**Sequential cells colored by netlist name**

Other sequential cells in the stronger gray, the rest of the logic in the fainter gray.
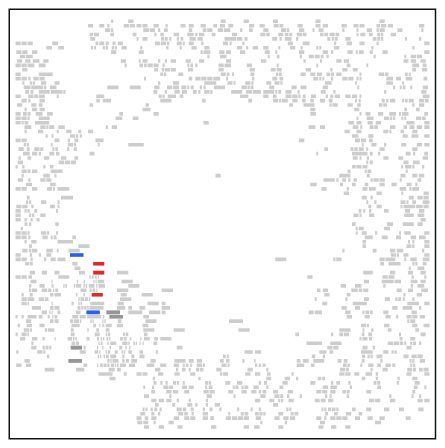
**Wiring by layer**

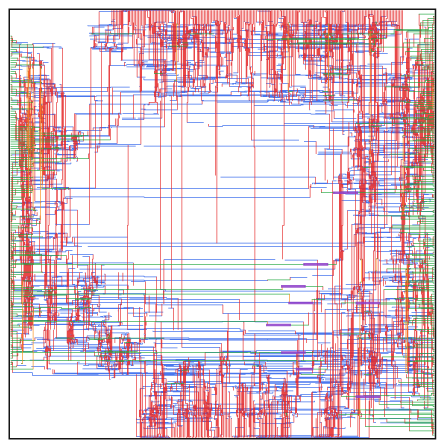
**Clock network drawn from the DEF**

Scale bar: 100 µm.
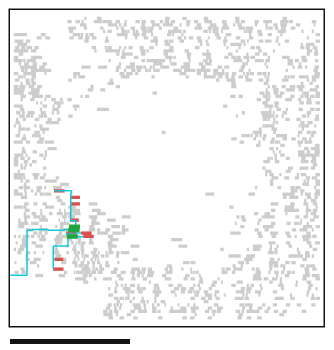
**Met3 routing**

Scale bar: 100 µm.
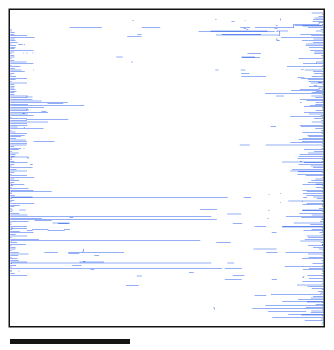
### src/rtl/axi_stream_cache_scheduler.sv
// Packet-level round-robin scheduler in front of a shared stream cache write port.
// Also sequences the cache FIFO reset (hold, then settle) at power-up and on flush.
module axi_stream_cache_scheduler #(
    parameter int NUM         = 4,
    parameter int DSIZE       = 128,
    parameter int RST_CYCLES  = 8,
    parameter int WAIT_CYCLES = 8
) (
    input  logic                    aclk,
    input  logic                    rst,
    input  logic [NUM*DSIZE-1:0]    s_tdata,
    input  logic [NUM-1:0]          s_tvalid,
    input  logic [NUM-1:0]          s_tlast,
    output logic [NUM-1:0]          s_tready,
    output logic [DSIZE-1:0]        m_tdata,
    output logic                    m_tvalid,
    output logic                    m_tlast,
    output logic [$clog2(NUM)-1:0]  m_tdest,
    input  logic                    m_tready,
    input  logic                    flush_req,
    output logic                    flush_ack,
    output logic                    cache_rst,
    output logic                    busy
);

    localparam int DW   = $clog2(NUM);
    localparam int CMAX = (RST_CYCLES > WAIT_CYCLES) ? RST_CYCLES : WAIT_CYCLES;
    localparam int CW   = $clog2(CMAX);

    localparam logic [DW-1:0] LAST_PORT = DW'(NUM - 1);
    localparam logic [DW:0]   NUM_W     = (DW + 1)'(NUM);
    localparam logic [CW-1:0] HOLD_END  = CW'(RST_CYCLES - 1);
    localparam logic [CW-1:0] WAIT_END  = CW'(WAIT_CYCLES - 1);
    localparam logic [CW-1:0] CNT_ONE   = CW'(1);

    typedef enum logic [1:0] {
        RST_HOLD = 2'd0,
        RST_WAIT = 2'd1,
        IDLE     = 2'd2,
        PASS     = 2'd3
    } state_t;

    state_t        state_q, state_d;
    logic [CW-1:0] cnt_q, cnt_d;
    logic [DW-1:0] grant_q, grant_d;
    logic [DW-1:0] last_grant_q, last_grant_d;

    logic [DSIZE-1:0] port_data [NUM];
    logic [DW-1:0]    cand_idx  [NUM];
    logic [NUM-1:0]   cand_valid;
    logic             arb_found;
    logic [DW-1:0]    arb_idx;
    logic             pass_en;

    // Candidate gi is the port gi+1 places after the last completed grant.
    generate
        for (genvar gi = 0; gi < NUM; gi++) begin : g_port
            logic [DW:0] cand_sum;

            assign port_data[gi]  = s_tdata[gi*DSIZE +: DSIZE];
            assign cand_sum       = {1'b0, last_grant_q} + (DW + 1)'(gi + 1);
            assign cand_idx[gi]   = (cand_sum >= NUM_W) ? DW'(cand_sum - NUM_W)
                                                        : cand_sum[DW-1:0];
            assign cand_valid[gi] = s_tvalid[cand_idx[gi]];
            assign s_tready[gi]   = pass_en & (grant_q == DW'(gi)) & m_tready;
        end
    endgenerate

    // Ripple priority chain: the nearest valid candidate wins.
    generate
        for (genvar gi = 0; gi < NUM; gi++) begin : g_arb
            logic          found;
            logic [DW-1:0] idx;
            if (gi == 0) begin : g_first
                assign found = cand_valid[0];
                assign idx   = cand_idx[0];
            end else begin : g_next
                assign found = g_arb[gi-1].found | cand_valid[gi];
                assign idx   = g_arb[gi-1].found ? g_arb[gi-1].idx : cand_idx[gi];
            end
        end
    endgenerate

    assign arb_found = g_arb[NUM-1].found;
    assign arb_idx   = g_arb[NUM-1].idx;
    assign pass_en   = !rst && (state_q == PASS);

    always_ff @(posedge aclk) begin
        if (rst) begin
            state_q      <= RST_HOLD;
            cnt_q        <= '0;
            grant_q      <= '0;
            last_grant_q <= LAST_PORT;
        end else begin
            state_q      <= state_d;
            cnt_q        <= cnt_d;
            grant_q      <= grant_d;
            last_grant_q <= last_grant_d;
        end
    end

    always_comb begin
        state_d      = state_q;
        cnt_d        = cnt_q;
        grant_d      = grant_q;
        last_grant_d = last_grant_q;
        m_tdata      = '0;
        m_tvalid     = 1'b0;
        m_tlast      = 1'b0;
        m_tdest      = '0;
        flush_ack    = 1'b0;
        cache_rst    = 1'b0;
        busy         = 1'b1;

        // While rst is high the outputs already show the reset values.
        if (rst) begin
            cache_rst = 1'b1;
        end else begin
            case (state_q)
                RST_HOLD: begin
                    cache_rst = 1'b1;
                    if (cnt_q == HOLD_END) begin
                        state_d = RST_WAIT;
                        cnt_d   = '0;
                    end else begin
                        cnt_d = cnt_q + CNT_ONE;
                    end
                end
                RST_WAIT: begin
                    if (cnt_q == WAIT_END) begin
                        state_d = IDLE;
                        cnt_d   = '0;
                    end else begin
                        cnt_d = cnt_q + CNT_ONE;
                    end
                end
                IDLE: begin
                    busy = 1'b0;
                    if (flush_req) begin
                        flush_ack = 1'b1;
                        state_d   = RST_HOLD;
                        cnt_d     = '0;
                    end else if (arb_found) begin
                        grant_d = arb_idx;
                        state_d = PASS;
                    end
                end
                PASS: begin
                    m_tdata  = port_data[grant_q];
                    m_tvalid = s_tvalid[grant_q];
                    m_tlast  = s_tlast[grant_q];
                    m_tdest  = grant_q;
                    if (s_tvalid[grant_q] && m_tready && s_tlast[grant_q]) begin
                        last_grant_d = grant_q;
                        state_d      = IDLE;
                    end
                end
                default: begin
                    state_d = RST_HOLD;
                    cnt_d   = '0;
                end
            endcase
        end
    end

endmodule

### config.mk
export PLATFORM = sky130hd
export DESIGN_NAME = axi_stream_cache_scheduler
export DESIGN_NICKNAME = d
export VERILOG_FILES = /design/src/rtl/axi_stream_cache_scheduler.sv
export SDC_FILE = /design/constraint.sdc
export NUM_CORES = 1
export LEC_CHECK = 0
export ABC_AREA = 1
export CORE_AREA = 3 3 259 261
export DETAILED_ROUTE_END_ITERATION = 12
export DIE_AREA = 0 0 262 264
export GPL_ROUTABILITY_DRIVEN = 0
export GPL_TIMING_DRIVEN = 0
export HOLD_SLACK_MARGIN = 0.1
export PLACE_DENSITY = 0.33
export SYNTH_ARGS = -nofsm -noshare
export SYNTH_HDL_FRONTEND = slang
export SYNTH_SLANG_ARGS = --single-unit
### constraint.sdc
create_clock -name aclk -period 1.2 [get_ports aclk]
set_input_delay 0.12 -clock aclk [delete_from_list [all_inputs] [get_ports aclk]]
set_output_delay 0.12 -clock aclk [all_outputs]
set_load 0.01 [all_outputs]
==> qor.json <==
{
  "routing": {
    "met3RoutedLength_um": 5750,
    "avgRoutedWirePerCell_um": 25.99,
    "drt-initial-drc-count": 596,
    "drt_pre_antenna_iters": 5,
    "met1_length_um": 23600,
    "detail_route.drc_violations": 0,
    "ant_nets": 0,
    "detailroute.wirelength.met2_um": 30290,
    "top_signal_layer_used": "met5",
    "viasPerCell": 4.124
  },
  "sta": {
    "whs_ns": 0.3411,
    "post-route-period-util_pct": 163.4,
    "tns_ns": -83.63,
    "max_slew_headroom_pct": 61.32,
    "period_needed_ns": 1.961,
    "finalMaxSlewViolations": 0,
    "worst-slew-pin-transition_ns": 0.5801,
    "max_freq_ghz": 0.5099,
    "final_hold_viol_count": 0,
    "final_worst_slack_ns": -0.7610,
    "grt_setup_unrepaired": "true",
    "final-setup-viol-count": 142
  },
  "power": {
    "clock_power_share_pct": 19.0,
    "seq_cell_power_uw": 305,
    "power.combinational.fraction_pct": 71.1,
    "largestPowerGroup": "combinational logic",
    "sw_share_pct": 21.70,
    "vdd.ir_drop.worst_mv": 0.2757,
    "share_seq_of_total_power_pct": 9.9,
    "power.density_mw_per_mm2": 222.8,
    "total_power_mw": 3.084,
    "p_leak_nw": 5.009,
    "pwr.group.combinational_mw": 2.19,
    "internal_power_mw": 2.415,
    "netSwitchingPower_uw": 669.2
  },
  "clocking": {
    "clkSlewWorstSetupHoldPaths_ns": 0.04,
    "cts_tree": "done",
    "cts_num_sinks": 9,
    "cts.root.buffer_cell": "clkbuf_16",
    "buffer_levels_on_the_longest_clock_path": 2,
    "cts_post_setup_buffers_inserted": 18,
    "post_cts_resized": 640,
    "tritoncts.num_buffers": 3,
    "cts_max_level": 1,
    "ctsHoldBuffers": 0
  },
  "yosys": {
    "synth_top_flop_cell": "dfxtp_1",
    "synth_flops": 9,
    "netlist_top_cells_area": "nand3_1 (30%), a22oi_1 (22%), a31oi_1 (18%)",
    "post_synth_instance_area_mm2": 0.004364,
    "top_cell": "nand3_1",
    "netlist-cell-type-count": 25,
    "enable_flop_cells": 0,
    "synth_chip_area_mm2": 0.004364,
    "mean_area_per_synthesized_cell_um2": 5.720,
    "yosys_cell_count": 763,
    "synthArstFlopShare_pct": 0,
    "top_cell_area_share_pct": 30.39,
    "ys_seq_share_pct": 4.128,
    "yosysWarnings": 0,
    "ys_top_cells_by_count": "nand3_1 (265), a31oi_1 (129), a22oi_1 (128), nand2_1 (65), buf_2 (62)",
    "synthCells": 763,
    "floorplan.nets": 1289,
    "synthDominantAreaCellType": "nand3_1"
  },
  "place": {
    "detailedPlacementHpwl_um": 49560,
    "dpl_worst_slack_ns": -1.835,
    "portBuffers": 662,
    "placed_area_mm2": 0.01231,
    "placedCellCount": 2280
  },
  "layout": {
    "dominant_logic_cell_type_in_the_layout": "clkdlybuf4s50_1",
    "fillcell_total": 7291,
    "layout_top_cells_excl_fill_tap": "clkdlybuf4s50_1 (522), nand3_1 (252), buf_2 (107)",
    "multi_input_comb_area_mm2": 0.004388,
    "stdcell_area_mm2": 0.01384,
    "final_core_util_pct": 21.40,
    "ff_latch_area_um2": 198.9,
    "fin_nets": 2005,
    "layout-drive-gt1-share_pct": 28.82,
    "final-instance-count-excl-fill": 2340,
    "layout-area-overhead-vs-synth_pct": 217.2
  },
  "worst_hold_path": {
    "hold_critical_path_endpoint": "grant_q[0]",
    "min_path_cells": 2,
    "hold_class": "in2reg",
    "timing.hold.worst.start": "rst"
  },
  "worst_setup_path": {
    "worst_path_bufs_invs": 6,
    "timing.reg2reg.worst_path_depth": 10,
    "worst-r2r-setup-slack_ns": -0.32,
    "critPathRequiredTime_ns": 1.08,
    "cp-startpoint": "grant_q[1]",
    "critPathCapture": "m_tdata[74]",
    "timing.critical_path.fanout_max": 7,
    "r2r-end": "last_grant_q[0]",
    "cell_count_along_the_critical_path": 9,
    "worst_r2r_startpoint": "grant_q[0]",
    "critPathSlowestCell": "dfxtp_4",
    "critical-path-max-stage-delay_ns": 0.36,
    "crit_family": "buffers and inverters",
    "worst_ep_arrival_time_ns": 1.84,
    "critPathKind": "reg2out",
    "timing.critical_path.cells": "buf_8 -> nor2_4 -> buf_4 -> buf_12 -> buf_6 -> clkbuf_16 -> a22oi_2 -> a31oi_1 -> buf_2",
    "worst_setup_path_end_kind": "output pin",
    "critical_path.startpoint_type": "register"
  },
  "run": {
    "warnings": 29,
    "max_cap_viol_count": 0
  },
  "grt": {
    "grt_use_met1_pct": 18.36,
    "grt_pass1_wl_um": 78110,
    "via_count_of_the_first_global_routing_pass": 9907,
    "grt.overflow.total": 0,
    "met2_usage_pct": 28.18,
    "antenna_found_initial": 24,
    "most_crowded_layer_after_global_routing": "met2",
    "grt_max_degree": 11
  },
  "floorplan": {
    "io_pins": 663,
    "fp.dieArea_mm2": 0.06917,
    "core_region_area_mm2": 0.06470,
    "floorplan.die.height_um": 264,
    "initial_utilization_pct": 6.746,
    "die_width_um": 262,
    "rows": 93
  },
  "status": {
    "status": "complete, but fails checks",
    "violations": "negative setup slack"
  }
}
Back to the opening pictures, 'sequential cells colored by netlist name':
Key: `cnt_q` = red [flops 3]; `state_q` = blue [flops 2]

Back to the opening pictures, 'wiring by layer':
Key: met3 = green [wire length 5750 µm]; met2 = red [wire length 30.3 mm]; met1 = blue [wire length 23.6 mm]; met4 = orange [wire length 1050 µm]; met5 = purple [wire length 120 µm]
global routing usage summed across all routing layers: 15.86%
overall routed net length: 60810 µm

Back to the opening pictures, 'clock network drawn from the DEF':
Key: flip-flops = red [count 9]; clock wires = cyan [length 226 µm]; cells driving clock nets = green [count 3]
There are 4 routed clock nets.
P_clk: 587 µW
later-pin clock latency in the skew report: 0.23 ns
clock skew after layout: 0.002013 ns

Back to the opening pictures, 'met3 routing':
The layer carries 5750 µm of wire. The layer holds 9.5% of the routed length. 407 nets have wire on it. The longest straight run is 181 µm.
met3 usage: 5.196%
vias after detailed routing: 9649

cell type report:
class	instances	area share [%]
timing repair inverter	1	0.04519
multi-input combinational	634	31.69
sequential	9	1.437
timing repair buffer	714	48.35
inverter	17	0.6055
buffer	99	9.444
antenna	7	0.1265
tap	855	7.727
clock buffer	4	0.5694
flip-flops by register name (all words and copies together) (netlist names):
| name | count |
|---|---|
| cnt_q | 3 |
| grant_q | 2 |
| last_grant_q | 2 |
| state_q | 2 |
kinds of logic (layout without fill, tap and decap cells):
group                    Yosys count  in the layout  share of synthesized area [%]
flip-flops                         9              9                          4.128
adder cells (fa/ha/maj)            2              2                         0.5733
AND/OR/NAND/NOR                  361            361                          39.91
buffers and inverters            120            835                          13.10
other                              0              7                              0
AND-OR/OR-AND                    271            271                          42.29
Power figures rest on the tool's default switching activity, not on a simulated workload.
